Fig. 1: run 1, the metal 1 layer
Bar = 20 µm.
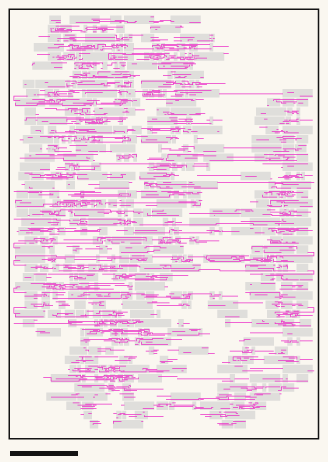
Fig. 2: run 1, M2 wires
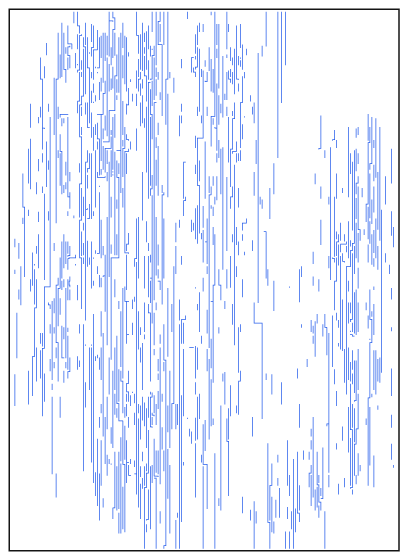
Fig. 3: run 1, signal wires on met3
Bar = 20 µm.
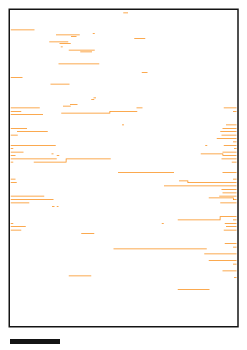
### src/rtl/fetch_unit.sv
// Instruction-fetch stage: owns the PC, fetches over a ready handshake, buffers
// one instruction while ID stalls, redirects on branches and stops on HLT.
module fetch_unit (
   input  logic        clk,
   input  logic        rst_n,
   input  logic        stall_i,
   input  logic        branch_taken_i,
   input  logic [15:0] branch_target_i,
   output logic        imem_req_o,
   output logic [15:0] imem_addr_o,
   input  logic        imem_ready_i,
   input  logic [15:0] imem_rdata_i,
   output logic        if_id_valid_o,
   output logic [15:0] if_id_instr_o,
   output logic [15:0] if_id_pc_next_o,
   output logic        halted_o
);

   typedef enum logic [1:0] {
      S_REQ   = 2'd0,
      S_BUF   = 2'd1,
      S_DRAIN = 2'd2,
      S_HALT  = 2'd3
   } state_e;

   function automatic logic is_hlt(input logic [15:0] instr);
      return (instr[15:12] == 4'b1111);
   endfunction

   state_e      state_q, state_d;
   logic [15:0] pc_q, pc_d;
   logic        ifid_valid_q, ifid_valid_d;
   logic [15:0] ifid_instr_q, ifid_instr_d;
   logic [15:0] ifid_pcn_q, ifid_pcn_d;
   logic        skid_valid_q, skid_valid_d;
   logic [15:0] skid_instr_q, skid_instr_d;
   logic [15:0] skid_pcn_q, skid_pcn_d;
   logic        skid_hlt_q, skid_hlt_d;
   logic [15:0] redirect_q, redirect_d;
   logic        halted_q, halted_d;
   logic [15:0] tgt_s;
   logic [15:0] pc_inc_s;

   assign tgt_s    = {branch_target_i[15:1], 1'b0};
   assign pc_inc_s = pc_q + 16'd2;

   // Next-state decode; branch beats stall beats normal flow.
   always_comb begin
      state_d      = state_q;
      pc_d         = pc_q;
      ifid_valid_d = ifid_valid_q;
      ifid_instr_d = ifid_instr_q;
      ifid_pcn_d   = ifid_pcn_q;
      skid_valid_d = skid_valid_q;
      skid_instr_d = skid_instr_q;
      skid_pcn_d   = skid_pcn_q;
      skid_hlt_d   = skid_hlt_q;
      redirect_d   = redirect_q;
      halted_d     = halted_q;
      case (state_q)
         S_REQ: begin
            if (branch_taken_i) begin
               ifid_valid_d = 1'b0;
               skid_valid_d = 1'b0;
               if (imem_ready_i) begin
                  pc_d = tgt_s;
               end else begin
                  redirect_d = tgt_s;
                  state_d    = S_DRAIN;
               end
            end else if (stall_i) begin
               if (imem_ready_i) begin
                  skid_valid_d = 1'b1;
                  skid_instr_d = imem_rdata_i;
                  skid_pcn_d   = pc_inc_s;
                  skid_hlt_d   = is_hlt(imem_rdata_i);
                  pc_d         = pc_inc_s;
                  state_d      = S_BUF;
               end else begin
                  state_d = S_REQ;
               end
            end else begin
               if (imem_ready_i) begin
                  ifid_valid_d = 1'b1;
                  ifid_instr_d = imem_rdata_i;
                  ifid_pcn_d   = pc_inc_s;
                  pc_d         = pc_inc_s;
                  if (is_hlt(imem_rdata_i)) begin
                     halted_d = 1'b1;
                     state_d  = S_HALT;
                  end else begin
                     state_d = S_REQ;
                  end
               end else begin
                  ifid_valid_d = 1'b0;
               end
            end
         end
         S_BUF: begin
            if (branch_taken_i) begin
               ifid_valid_d = 1'b0;
               skid_valid_d = 1'b0;
               pc_d         = tgt_s;
               state_d      = S_REQ;
            end else if (stall_i) begin
               state_d = S_BUF;
            end else begin
               ifid_valid_d = 1'b1;
               ifid_instr_d = skid_instr_q;
               ifid_pcn_d   = skid_pcn_q;
               skid_valid_d = 1'b0;
               if (skid_hlt_q) begin
                  halted_d = 1'b1;
                  state_d  = S_HALT;
               end else begin
                  state_d = S_REQ;
               end
            end
         end
         S_DRAIN: begin
            // The outstanding stale request must complete before the redirect is issued.
            if (branch_taken_i) begin
               ifid_valid_d = 1'b0;
               skid_valid_d = 1'b0;
               if (imem_ready_i) begin
                  pc_d    = tgt_s;
                  state_d = S_REQ;
               end else begin
                  redirect_d = tgt_s;
               end
            end else begin
               if (!stall_i) begin
                  ifid_valid_d = 1'b0;
               end else begin
                  ifid_valid_d = ifid_valid_q;
               end
               if (imem_ready_i) begin
                  pc_d    = redirect_q;
                  state_d = S_REQ;
               end else begin
                  state_d = S_DRAIN;
               end
            end
         end
         S_HALT: begin
            if (!stall_i) begin
               ifid_valid_d = 1'b0;
            end else begin
               ifid_valid_d = ifid_valid_q;
            end
         end
         default: begin
            state_d = S_REQ;
         end
      endcase
   end

   // State, PC, IF/ID and skid registers.
   always_ff @(posedge clk or negedge rst_n) begin
      if (!rst_n) begin
         state_q      <= S_REQ;
         pc_q         <= 16'h0000;
         ifid_valid_q <= 1'b0;
         ifid_instr_q <= 16'h0000;
         ifid_pcn_q   <= 16'h0000;
         skid_valid_q <= 1'b0;
         skid_instr_q <= 16'h0000;
         skid_pcn_q   <= 16'h0000;
         skid_hlt_q   <= 1'b0;
         redirect_q   <= 16'h0000;
         halted_q     <= 1'b0;
      end else begin
         state_q      <= state_d;
         pc_q         <= pc_d;
         ifid_valid_q <= ifid_valid_d;
         ifid_instr_q <= ifid_instr_d;
         ifid_pcn_q   <= ifid_pcn_d;
         skid_valid_q <= skid_valid_d;
         skid_instr_q <= skid_instr_d;
         skid_pcn_q   <= skid_pcn_d;
         skid_hlt_q   <= skid_hlt_d;
         redirect_q   <= redirect_d;
         halted_q     <= halted_d;
      end
   end

   assign imem_req_o      = (state_q == S_REQ) || (state_q == S_DRAIN);
   assign imem_addr_o     = pc_q;
   assign if_id_valid_o   = ifid_valid_q;
   assign if_id_instr_o   = ifid_instr_q;
   assign if_id_pc_next_o = ifid_pcn_q;
   assign halted_o        = halted_q;

endmodule

### config.mk
export PLATFORM = sky130hd
export DESIGN_NAME = fetch_unit
export DESIGN_NICKNAME = d
export VERILOG_FILES = /design/src/rtl/fetch_unit.sv
export SDC_FILE = /design/constraint.sdc
export NUM_CORES = 1
export LEC_CHECK = 0
export CORE_ASPECT_RATIO = 1.4
export CORE_UTILIZATION = 45
export DETAILED_ROUTE_END_ITERATION = 7
export DONT_BUFFER_PORTS = 1
export MAX_ROUTING_LAYER = met4
export PLACE_DENSITY = 0.65
export SLEW_MARGIN = 20
export SYNTH_ARGS = -nofsm -noshare
export SYNTH_HDL_FRONTEND = slang
export SYNTH_SLANG_ARGS = --single-unit
### constraint.sdc
create_clock -name clk -period 2.1 [get_ports clk]
set_clock_uncertainty 0.05 [all_clocks]
set_input_delay 0.21 -clock clk [delete_from_list [all_inputs] [get_ports clk]]
set_output_delay 0.21 -clock clk [all_outputs]
set_load 0.02 [all_outputs]
==> GITHUB_STEP_SUMMARY, run 1 <==
### Metrics collected by this job

| Metric | Value |
|---|---|
| Placeable Area | `10,800 µm²` |
| Seq share, synth | `roughly half` |
| Avg WL per Cell | `17.3 µm` |
| Yosys reg bits | `100` |
| Cell Area, Synth | `4990 µm²` |
| Post-synthesis xor/xnor area fraction | `under 10%` |
| Crit path cell chain | `inv_2 -> ha_4 -> buf_4 -> nand2_1 -> o21ai_4 -> a222oi_1 -> a21boi_1 -> o21ai_1` |
| Layout filler cell count | `952` |
| Yosys cell types | `57` |
| Clk latency late pin | `0.34 ns` |
| F_max | `502 MHz` |
| Main logic family | `AND-OR/OR-AND gates` |
| Clock-pin slew on the worst setup and hold paths | `0.07 ns` |
| Final core utilization | `about 55%` |
| Crit-path max FO | `8` |
| Most instantiated logic cell after routing | `dfrtp_1` |
| Crit path largest cell delay | `0.43 ns` |
| Full die area | `11,500 µm²` |
| H-tree Lvls | `3` |
| First-pass GRT wire length | `19,400 µm` |
| Largest net degree at the start of global routing | `101` |
| Worst slew pin tran | `about 0.48 ns` |
| Adder Share, Synth | `1.50%` |
| Hold Vio Cnt, Final | `100` |
| Most numerous logic cells after layout | `100 x dfrtp_1, 66 x nand2_1, 58 x o21ai_0, 38 x mux2_2, 32 x dlygate4sd3_1` |
| Drt via density | `roughly 5.7` |
| Worst R2R End | `imem_addr_o[13]` |
| Syn avg cell area | `roughly 10 µm²` |
| CP Launch Type | `flop` |
| R2r setup slk | `around 0.11 ns` |
| Nets@finish | `approximately 560` |
| AO/OA Area Share | `about 17%` |
| Max-cap violations | `0` |
| Initial Utilization | `46.2%` |
| Hold Crit Class | `primary input to asynchronous set/reset pin` |
| Num rows | `45` |
| OpenROAD warning count | `35` |
| Setup TNS | `0 ns` |
| Share of cells above drive strength 1 | `20.0%` |
| Diodes inserted | `0` |
| Status | `finished with violations` |
| Fin Hold WS | `-0.484 ns` |
| Leakage Power | `2.54 nW` |
| Yosys warns | `0` |
| Post-DP HPWL | `7940 µm` |
| Failing checks | `hold timing` |
| Most used DFF post-synth | `dfrtp_1` |
| RSZ-0062 raised after global routing | `false` |
| Port buffer count | `0` |
| Simple Share, Synth | `around 13%` |
| Total nets after synthesis | `522` |
| ANT nets after route | `0` |
| Critical Path RT | `2.27 ns` |
| Crit path buf inv count | `2` |
| RePlAce Congestion | `0.877` |
| Global route overflow | `0` |
| Crit path kind | `flop to flop` |
| Die height | `127 µm` |
| Initial drt markers | `222` |
| Reg2Reg Depth | `8` |
| Worst r2r src | `state_q[1]` |
| DP Cell Count | `619` |
| Max-slew headroom | `67.8%` |
| Io pins | `88` |
| CP top delay family | `AND-OR/OR-AND gates` |
| Max-slew violations | `0` |
| CTS tree | `built` |
| Crit share post-route | `94.9%` |
| TritonCTS Buffers | `9` |
| Area growth from synthesis to layout | `19.0%` |
| CTS root buf | `clkbuf_16` |
| Post-CTS Hold Buffers | `32` |
| Layout Cells excl Fill | `667` |
| Post-synth ARST share | `100%` |
| Initial antenna violation count | `0` |
| Worst VDD drop | `0.645 mV` |
| Mux cell area share | `~12%` |
| Post-synth EDFFs | `0` |
| Slowest library cell on the worst path | `dfrtp_1` |
| Number of global-route vias before repair | `3,963` |
| Max Root-Sink Buffers | `2` |
| DRC | `0` |
| Tmin final | `around 2 ns` |
| CP Capture Type | `flop` |
| Final setup fails | `0` |
| Area of placed instances | `5270 µm²` |
| Crit path DAT | `2.17 ns` |
| First-pass iteration count of the detailed router | `7` |
Notes on Fig. 1 above:
longest straight run = 28.5 µm
wire length on this layer = 4,720 µm
Post-Route WL: 11,600 µm
routed vias: 3,778
GR met1 Demand/Resource: 25.4%

Notes on Fig. 2 above:
nets with wire on the layer = 465
longest straight run = 58.5 µm
main direction = vertical

Notes on Fig. 3 above:
nets with wire on the layer = 75
main direction = horizontal
grt met3 use: 4.38%

[run 1: per-layer routing]
metal / part of all wire [%] / track usage (%)
met3: 5.4 / 4.38
met4: 2.9 / 9.90
met2: 51 / 36.1
met5: 0 / -
met1: 41 / 25.4
[run 1: timing repair]
| item | in CTS | in global routing |
|---|---|---|
| buffers inserted | 0 | 0 |
| endpoints found under the hold margin | 132 | 100 |
| pin swaps | 0 | 2 |
| setup endpoints to repair | 1 | 24 |
| resized | 1 | 9 |
[run 1: cell families after synthesis]
kind of cell	after synthesis
AND-OR/OR-AND	130
adder cells (fa/ha/maj)	6
buffers and inverters	40
AND/OR/NAND/NOR	133
multiplexers	57
XOR/XNOR	13
flip-flops	100
[run 1: synth_stat cells (3+ instances only)]
master | number | area [µm²]
a21o_1 | 6 | 45.0
a21oi_1 | 19 | 95.1
a222oi_1 | 9 | 90.1
a22oi_1 | 7 | 52.6
buf_2 | 8 | 40.0
buf_4 | 3 | 22.5
clkbuf_1 | 16 | 60.1
dfrtp_1 | 100 | 2500
ha_1 | 6 | 75.1
inv_1 | 8 | 30.0
mux2_2 | 38 | 428
mux2i_1 | 19 | 190
nand2_1 | 66 | 248
nand3_1 | 9 | 45.0
nand4_1 | 4 | 25.0
nor2_1 | 28 | 105
nor2b_1 | 3 | 18.8
nor3_1 | 8 | 40.0
o211ai_1 | 7 | 52.6
o21ai_0 | 58 | 290
xnor2_1 | 11 | 96.3
[run 1: report_power, final]
group	total (W)	switching, W	internal (W)
sequential	0.00368	0.000929	0.00275
clock	0.00174	0.000697	0.00105
combinational	0.00294	0.00155	0.00139
total	0.00836	0.00318	0.00519
[run 1: stage by stage]
stage,worst slack (ns),total power (W)
detailed placement,0.0256,0.00654
CTS,0.00788,0.00835
global placement,0.0419,0.00639
global route,0.0272,0.00891
finish,0.108,0.00836
floorplan,0.0492,0.00566
[run 1: sequential cells by signal (all words and copies together), names as in the netlist]
name,flops
if_id_instr_o,16
halted_o,1
redirect_q,15
skid_instr_q,16
skid_pcn_q,16
skid_hlt_q,1
if_id_pc_next_o,16
imem_addr_o,16
if_id_valid_o,1
state_q,2
[run 1: how the worst max path moves through the flow]
stage                     from                   to  slack, ns  depth (start not counted)
floorplan           state_q[0]       imem_addr_o[4]       0.05                          8
CTS                 state_q[1]  if_id_pc_next_o[12]      0.008                          7
detailed placement  state_q[1]  if_id_pc_next_o[12]       0.03                          7
finish              state_q[1]      imem_addr_o[13]       0.11                          8
global route        state_q[0]       imem_addr_o[5]       0.03                          7
global placement    state_q[1]  if_id_pc_next_o[10]       0.04                          7
[run 1: layout make-up]
type                            count  area [µm²]  area share [%]
Clock buffer                       12         236            3.98
Clock inverter                      4        73.8            1.24
Inverter                           10        37.5           0.632
Multi-Input combinational cell    339        2340            39.4
Sequential cell                   100        2500            42.1
Tap cell                          141         176            2.97
Timing Repair Buffer               61         576            9.68
Fig. 4: run 1, clock nets
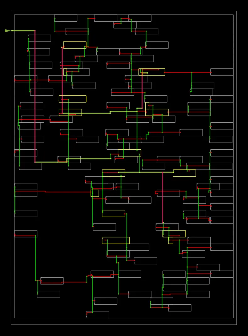

## Run 2: what changed since run 1
--- a/config.mk
+++ b/config.mk
@@ -9,7 +9,7 @@
 export CORE_UTILIZATION = 45
 export DETAILED_ROUTE_END_ITERATION = 7
 export DONT_BUFFER_PORTS = 1
-export MAX_ROUTING_LAYER = met4
+export GPL_TIMING_DRIVEN = 0
 export PLACE_DENSITY = 0.65
 export SLEW_MARGIN = 20
 export SYNTH_ARGS = -nofsm -noshare
Fig. 5: run 2, clock nets
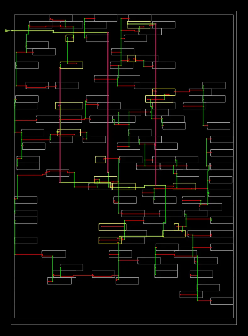
clk latency late pin: 0.35 ns
TritonCTS Buffers: 9
flip-flops: 100

Fig. 6: run 2, the metal 1 layer
Bar = 20 µm.
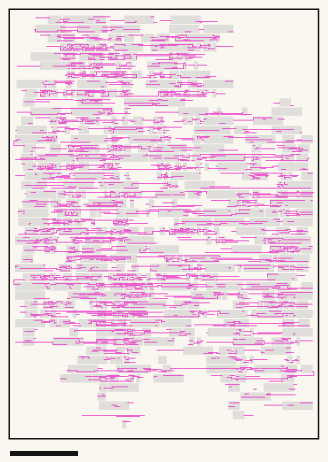
wire length on this layer = 5,010 µm
nets with wire on the layer = 549
share of all routed wire = 40%
Post-Route WL: 12,400 µm
routed vias: 3,871
GR met1 Demand/Resource: 25.6%

==> run 2 against run 1 <==
The run still ends with hold timing left; power is 3.3% higher; final cell count grew 1.5%; clock power is about 10% higher; register-to-register slack worse by 0.05 ns; largest power group unchanged; highest routed layer unchanged.
==> GITHUB_STEP_SUMMARY, run 2 <==
### Metrics collected by this job

| Metric | Value |
|---|---|
| Status | `finished with violations` |
| Failing checks | `hold timing` |
| Most used DFF post-synth | `dfrtp_1` |
| Largest net degree at the start of global routing | `a little over 100` |
| Reg area | `2500 µm²` |
| Fin Hold WS | `-0.499 ns` |
| Top cells by area | `dfrtp_1 50%, mux2_2 8.6%, o21ai_0 5.8%, nand2_1 5.0%, mux2i_1 3.8%` |
| Cell Area, Synth | `4990 µm²` |
| Post-DP HPWL | `8530 µm` |
| Area growth from synthesis to layout | `20.9%` |
| Hold Vio Cnt, Final | `100` |
| Nets@finish | `574` |
| Max-slew headroom | `65.8%` |
| Post-synth EDFFs | `0` |
| Full die area | `11,500 µm²` |
| Layout filler cell count | `936` |
| Diodes inserted | `0` |
| CP Launch Type | `flop` |
| Setup TNS | `0 ns` |
| Worst r2r src | `state_q[1]` |
| Crit share post-route | `97.3%` |
| MI comb area | `2400 µm²` |
| CP Capture Type | `flop` |
| Post-synth ARST share | `100%` |
| Critical path origin | `state_q[1]` |
| Initial drt markers | `246` |
| Max Root-Sink Buffers | `2` |
| CP top delay family | `AND-OR/OR-AND gates` |
| OpenROAD warning count | `35` |
| Reg2Reg Depth | `7` |
| Total nets after synthesis | `522` |
| Yosys warns | `0` |
| Worst R2R End | `imem_addr_o[5]` |
| Final setup fails | `0` |
| Die height | `roughly 130 µm` |
| Most numerous logic cells after layout | `98 x dfrtp_1, 66 x nand2_1, 56 x o21ai_0, 38 x mux2_2, 31 x dlygate4sd3_1` |
| R2r setup slk | `0.06 ns` |
| Crit path buf inv count | `2` |
| Share of cells above drive strength 1 | `23.1%` |
| Max-slew violations | `0` |
| Worst VDD drop | `0.620 mV` |
| Seq share, synth | `50.1%` |
| Share of the synthesized area in the top cell type | `50.1%` |
| Hold Crit Class | `primary input to asynchronous set/reset pin` |
| Avg WL per Cell | `18.4 µm` |
| Io pins | `just under 90` |
| DP Cell Count | `620` |
| Tmin final | `2.04 ns` |
| Crit path kind | `flop to flop` |
| Drt via density | `5.72` |
| Port buffer count | `0` |
| Crit path DAT | `roughly 2.2 ns` |
| CTS root buf | `clkbuf_16` |
| Slowest library cell on the worst path | `a221o_2` |
| Area leader, netlist | `dfrtp_1` |
| Clock-pin slew on the worst setup and hold paths | `0.07 ns` |
| Global route overflow | `0` |
| First-pass GRT wire length | `19,900 µm` |
| Worst slew pin tran | `0.507 ns` |
| Commonest cells post-synth | `100 x dfrtp_1, 66 x nand2_1, 58 x o21ai_0` |
| CTS tree | `built` |
| RePlAce Congestion | `0.832` |
| H-tree Lvls | `3` |
| Yosys reg bits | `100` |
| Layout Cells excl Fill | `about 680` |
| First-pass iteration count of the detailed router | `5` |
| Most instantiated logic cell after routing | `dfrtp_1` |
| Yosys cell types | `57` |
| Num rows | `45` |
| Top-count cell post-synth | `dfrtp_1` |
| F_max | `between 400 and 500 MHz` |
| Critical Path Stages | `7` |
| DRC | `0` |
| Number of global-route vias before repair | `about 4,000` |
| ANT nets after route | `0` |
| Critical Path RT | `2.29 ns` |
| Placeable Area | `10,800 µm²` |
| Crit path cell chain | `inv_1 -> ha_4 -> nor2_4 -> inv_2 -> a221o_2 -> or3_1 -> o311ai_0` |
| Post-CTS Hold Buffers | `31` |
| Leakage Power | `between 2 and 3 nW` |
Fig. 7: run 2, signal wires on met3
Bar = 20 µm.
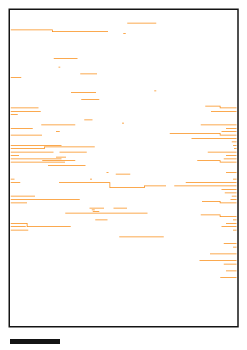
main direction = horizontal
longest straight run = 32.7 µm

-- run 2: netlist changes by cell type in the layout (fill, tap and decap cells not counted), sizes merged --
| cell | change |
|---|---|
| buf | -2 |
| bufinv | +1 |
| clkbuf | +10 |
| clkinv | +1 |
| dlygate4sd3 | -1 |
| inv | +1 |
-- run 2: timing repair --
action                                 4_1_cts  5_1_grt
setup endpoints to repair                   52       48
pin swaps                                    4        4
buffers inserted                             8        5
endpoints found under the hold margin      131      100
gates resized                               10       38
-- run 2: power breakdown --
group / switching, W / leakage (nW) / total, W / internal [W]
clock: 0.000748 / 0.172 / 0.00192 / 0.00117
sequential: 0.00109 / 1.26 / 0.00385 / 0.00275
combinational: 0.00149 / 1.12 / 0.00287 / 0.00138
total: 0.00333 / 2.56 / 0.00864 / 0.00531
-- run 2: how the worst min path moves through the flow --
stage | endpoint | slack, ns
after CTS | imem_addr_o[1] | -0.51
after floorplan | halted_o | -0.14
after global placement | skid_instr_q[8] | -0.13
after global routing | if_id_instr_o[8] | -0.52
final | skid_instr_q[2] | -0.50
after detailed placement | if_id_instr_o[8] | -0.13
-- run 2: per-stage QoR --
| step | setup slack (ns) | util [%] | power (W) | hold slack (ns) | cell area (µm²) |
|---|---|---|---|---|---|
| after floorplan | 0.0492 | - | 0.00566 | -0.136 | 4990 |
| after global placement | -0.227 | 47.8 | 0.00621 | -0.134 | 5170 |
| after detailed placement | -0.273 | 47.8 | 0.00635 | -0.134 | 5170 |
| after CTS | 0.00481 | 54.6 | 0.00846 | -0.513 | 5900 |
| after global routing | -0.0173 | 55.8 | 0.00914 | -0.517 | 6030 |
| final | 0.0559 | 55.8 | 0.00864 | -0.499 | 6030 |
-- run 2: cell type report --
cell class,count,share of cell area (%)
Sequential cell,100,41.5
Multi-Input combinational cell,339,39.8
Timing Repair Buffer,44,6.76
Clock buffer,9,3.73
Tap cell,141,2.92
Buffer,27,2.61
Clock inverter,7,2.05
Inverter,10,0.622
-- run 2: kinds of logic (layout without fill, tap and decap cells) --
logic type | Yosys count | count (layout) | share of synthesized area, %
adder cells (fa/ha/maj) | 6 | 6 | 1.50
buffers and inverters | 40 | 97 | 3.81
multiplexers | 57 | 57 | 12.4
XOR/XNOR | 13 | 13 | 2.28
AND/OR/NAND/NOR | 133 | 133 | 12.7
flip-flops | 100 | 100 | 50.1
AND-OR/OR-AND | 130 | 130 | 17.2
-- run 2: worst register-to-register path: cells and delay by family, from the launching register on --
kind                       cells  cell delay, ns
AOI/OAI and AO/OA              2            0.54
adders and majority gates      1            0.22
buffers and inverters          2            0.23
DFF                            1            0.37
and+or+nand+nor                2            0.53
-- run 2: layer usage --
layer  vias to the layer above  global-route usage (%)  wire length, µm
met2                       109                    38.5             6360
li1                       1828                       -                -
met5                         -                       0                0
met4                         0                    10.6              257
met3                        14                    5.82              794
met1                      1920                    25.6             5010
Fig. 8: run 2, M4 wires
Bar = 20 µm.
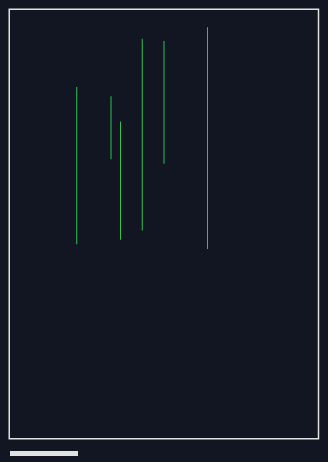

## Run 3: what changed since run 2
--- a/config.mk
+++ b/config.mk
@@ -15,3 +15,4 @@
 export SYNTH_ARGS = -nofsm -noshare
 export SYNTH_HDL_FRONTEND = slang
 export SYNTH_SLANG_ARGS = --single-unit
+export TNS_END_PERCENT = 5
Fig. 9: run 3, M4 wires
Bar = 20 µm.
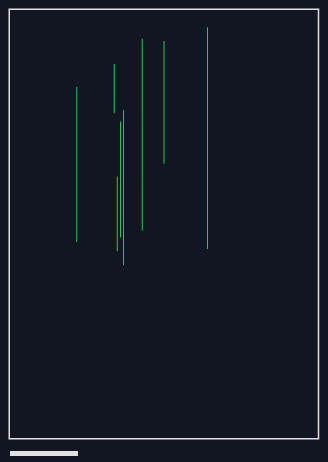
share of all routed wire = 2.6%
main direction = vertical

Fig. 10: run 3, the metal 1 layer
Bar = 20 µm.
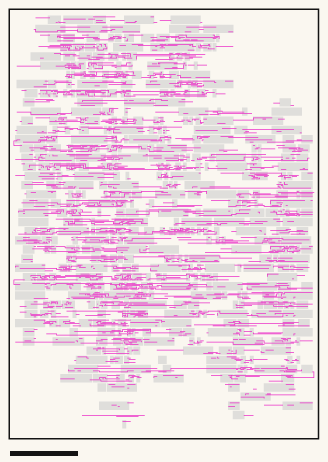
longest straight run = 24.4 µm
main direction = horizontal

==> run 3 against run 2 <==
The run ends with hold timing, setup timing left; clock-buffer cell count is the same; critical path depth is the same; register-to-register slack lost 0.06 ns; first-iteration DRC count shrank 9.3%; worst setup slack lost 0.062 ns; final cell count is the same; hold slack is essentially flat; final area shrank 0.46%; via count grew 0.21%; largest power group unchanged.
==> GITHUB_STEP_SUMMARY, run 3 <==
### Metrics collected by this job

| Metric | Value |
|---|---|
| Status | `finished with violations` |
| Failing checks | `hold timing, setup timing` |
| Clk latency late pin | `0.35 ns` |
| Seq share, synth | `50.1%` |
| Hold Vio Cnt, Final | `about 100` |
| Avg WL per Cell | `18.4 µm` |
| Share of the synthesized area in the top cell type | `between 50% and 60%` |
| First-pass GRT wire length | `slightly below 20,000 µm` |
| Post-synth ARST share | `100%` |
| Area leader, netlist | `dfrtp_1` |
| Number of global-route vias before repair | `a little under 4,000` |
| First-pass iteration count of the detailed router | `7` |
| Diodes inserted | `0` |
| RSZ-0062 raised after global routing | `true` |
| Net Sw Frac | `38.6%` |
| Global route overflow | `0` |
| Clock Power Share | `between 20 and 25%` |
| R2r setup slk | `-0.006 ns` |
| TritonCTS Buffers | `9` |
| Port buffer count | `0` |
| Overall power | `0.00860 W` |
| Num rows | `approximately 45` |
| Max-slew headroom | `66.2%` |
| Combinational Power Share | `32.8%` |
| H-tree Lvls | `3` |
| P_sw | `0.00332 W` |
| Setup ws final | `-0.00562 ns` |
| Yosys cell types | `57` |
| OpenROAD warning count | `37` |
| Yosys warns | `0` |
| Largest net degree at the start of global routing | `roughly 100` |
| Fin Hold WS | `-0.500 ns` |
| Tmin final | `2.11 ns` |
| Initial Utilization | `46.2%` |
| Crit-path max FO | `8` |
| Post-synth EDFFs | `0` |
| Post-Route WL | `12,500 µm` |
| Initial antenna violation count | `0` |
| Cell Area, Synth | `4990 µm²` |
| CP Launch Type | `flop` |
| Critical path origin | `state_q[1]` |
| Final setup fails | `1` |
| Post-CTS Hold Buffers | `31` |
| Full die area | `11,500 µm²` |
| Leakage Power | `2.55 nW` |
| Clock-pin slew on the worst setup and hold paths | `0.07 ns` |
| Post-DP HPWL | `about 8500 µm` |
| Yosys reg bits | `100` |
| CTS root buf | `clkbuf_16` |
| Hold Crit Class | `primary input to asynchronous set/reset pin` |
Fig. 11: run 3, clock nets
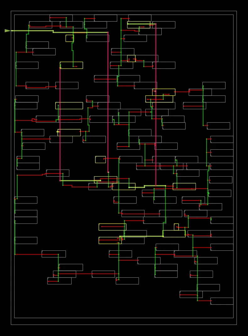
# clk buffers: 9
Clk power: 0.00192 W
CTS Sinks: 100

run 3: power groups by stage:
stage | Combinational (W) | Clock (W) | Sequential (W)
detailed placement | 0.00245 | 0 | 0.00389
global placement | 0.00237 | 0 | 0.00384
floorplan | 0.00197 | 0 | 0.00369
finish | 0.00282 | 0.00192 | 0.00386
global route | 0.00310 | 0.00203 | 0.00397
CTS | 0.00258 | 0.00196 | 0.00385
run 3: cells by family after synthesis:
kind of cell	synth area share (%)
AND-OR/OR-AND	17.2
XOR/XNOR	2.28
adder cells (fa/ha/maj)	1.50
buffers and inverters	3.81
flip-flops	50.1
multiplexers	12.4
AND/OR/NAND/NOR	12.7
run 3: what timing repair did:
item                                   CTS  global route
buffers inserted                         3             8
gates resized                           13            24
gates cloned                             0             0
setup endpoints to repair               52            48
pin swaps                                1             4
endpoints found under the hold margin  131           100
run 3: final timing paths:
check | to | cells past startpoint
worst max-delay path | imem_addr_o[5] | 7
worst min-delay path | if_id_instr_o[8] | 0
worst max register to register | imem_addr_o[5] | 7
worst min register to register | skid_pcn_q[14] | 2
max in group asynchronous | if_id_pc_next_o[13] | 0
min in group clk | if_id_instr_o[3] | 2
run 3: cell type report:
type                            instances  area (µm²)
Timing Repair Buffer                   42         393
Clock buffer                            9         225
Buffer                                 29         164
Multi-Input combinational cell        339        2380
Inverter                               10        40.0
Sequential cell                       100        2510
Tap cell                              141         176
Fill cell                             933        4800
Clock inverter                          7         124
run 3: stage by stage:
| step | TNS, ns | utilization [%] | std cells | setup slack (ns) | hold WS, ns |
|---|---|---|---|---|---|
| after detailed placement | -5.17 | 47.8 | 620 | -0.273 | -0.134 |
| after CTS | -0.157 | 54.3 | 669 | -0.0446 | -0.513 |
| final | -0.00562 | 55.6 | 677 | -0.00562 | -0.500 |
| after global routing | -0.480 | 55.6 | 677 | -0.0854 | -0.517 |
| after global placement | -2.49 | 47.8 | 620 | -0.227 | -0.134 |
| after floorplan | 0 | - | 479 | 0.0492 | -0.136 |
run 3: worst max-delay path: stages, from the launching register on:
cell	delay, ns
dfrtp_2	0.41
inv_2	0.08
ha_4	0.19
nor2_4	0.19
inv_4	0.09
a221o_2	0.44
or3_1	0.41
o311ai_0	0.11
run 3: routing by layer:
| metal | up-vias | wire [µm] | track usage [%] |
|---|---|---|---|
| li1 | 1823 | - | - |
| met1 | 1910 | 5010 | 25.5 |
| met4 | 0 | 318 | 10.6 |
| met5 | - | 0 | 0 |
| met2 | 127 | 6310 | 38.1 |
| met3 | 19 | 813 | 5.82 |
Power is estimated from default activity; no workload was simulated.
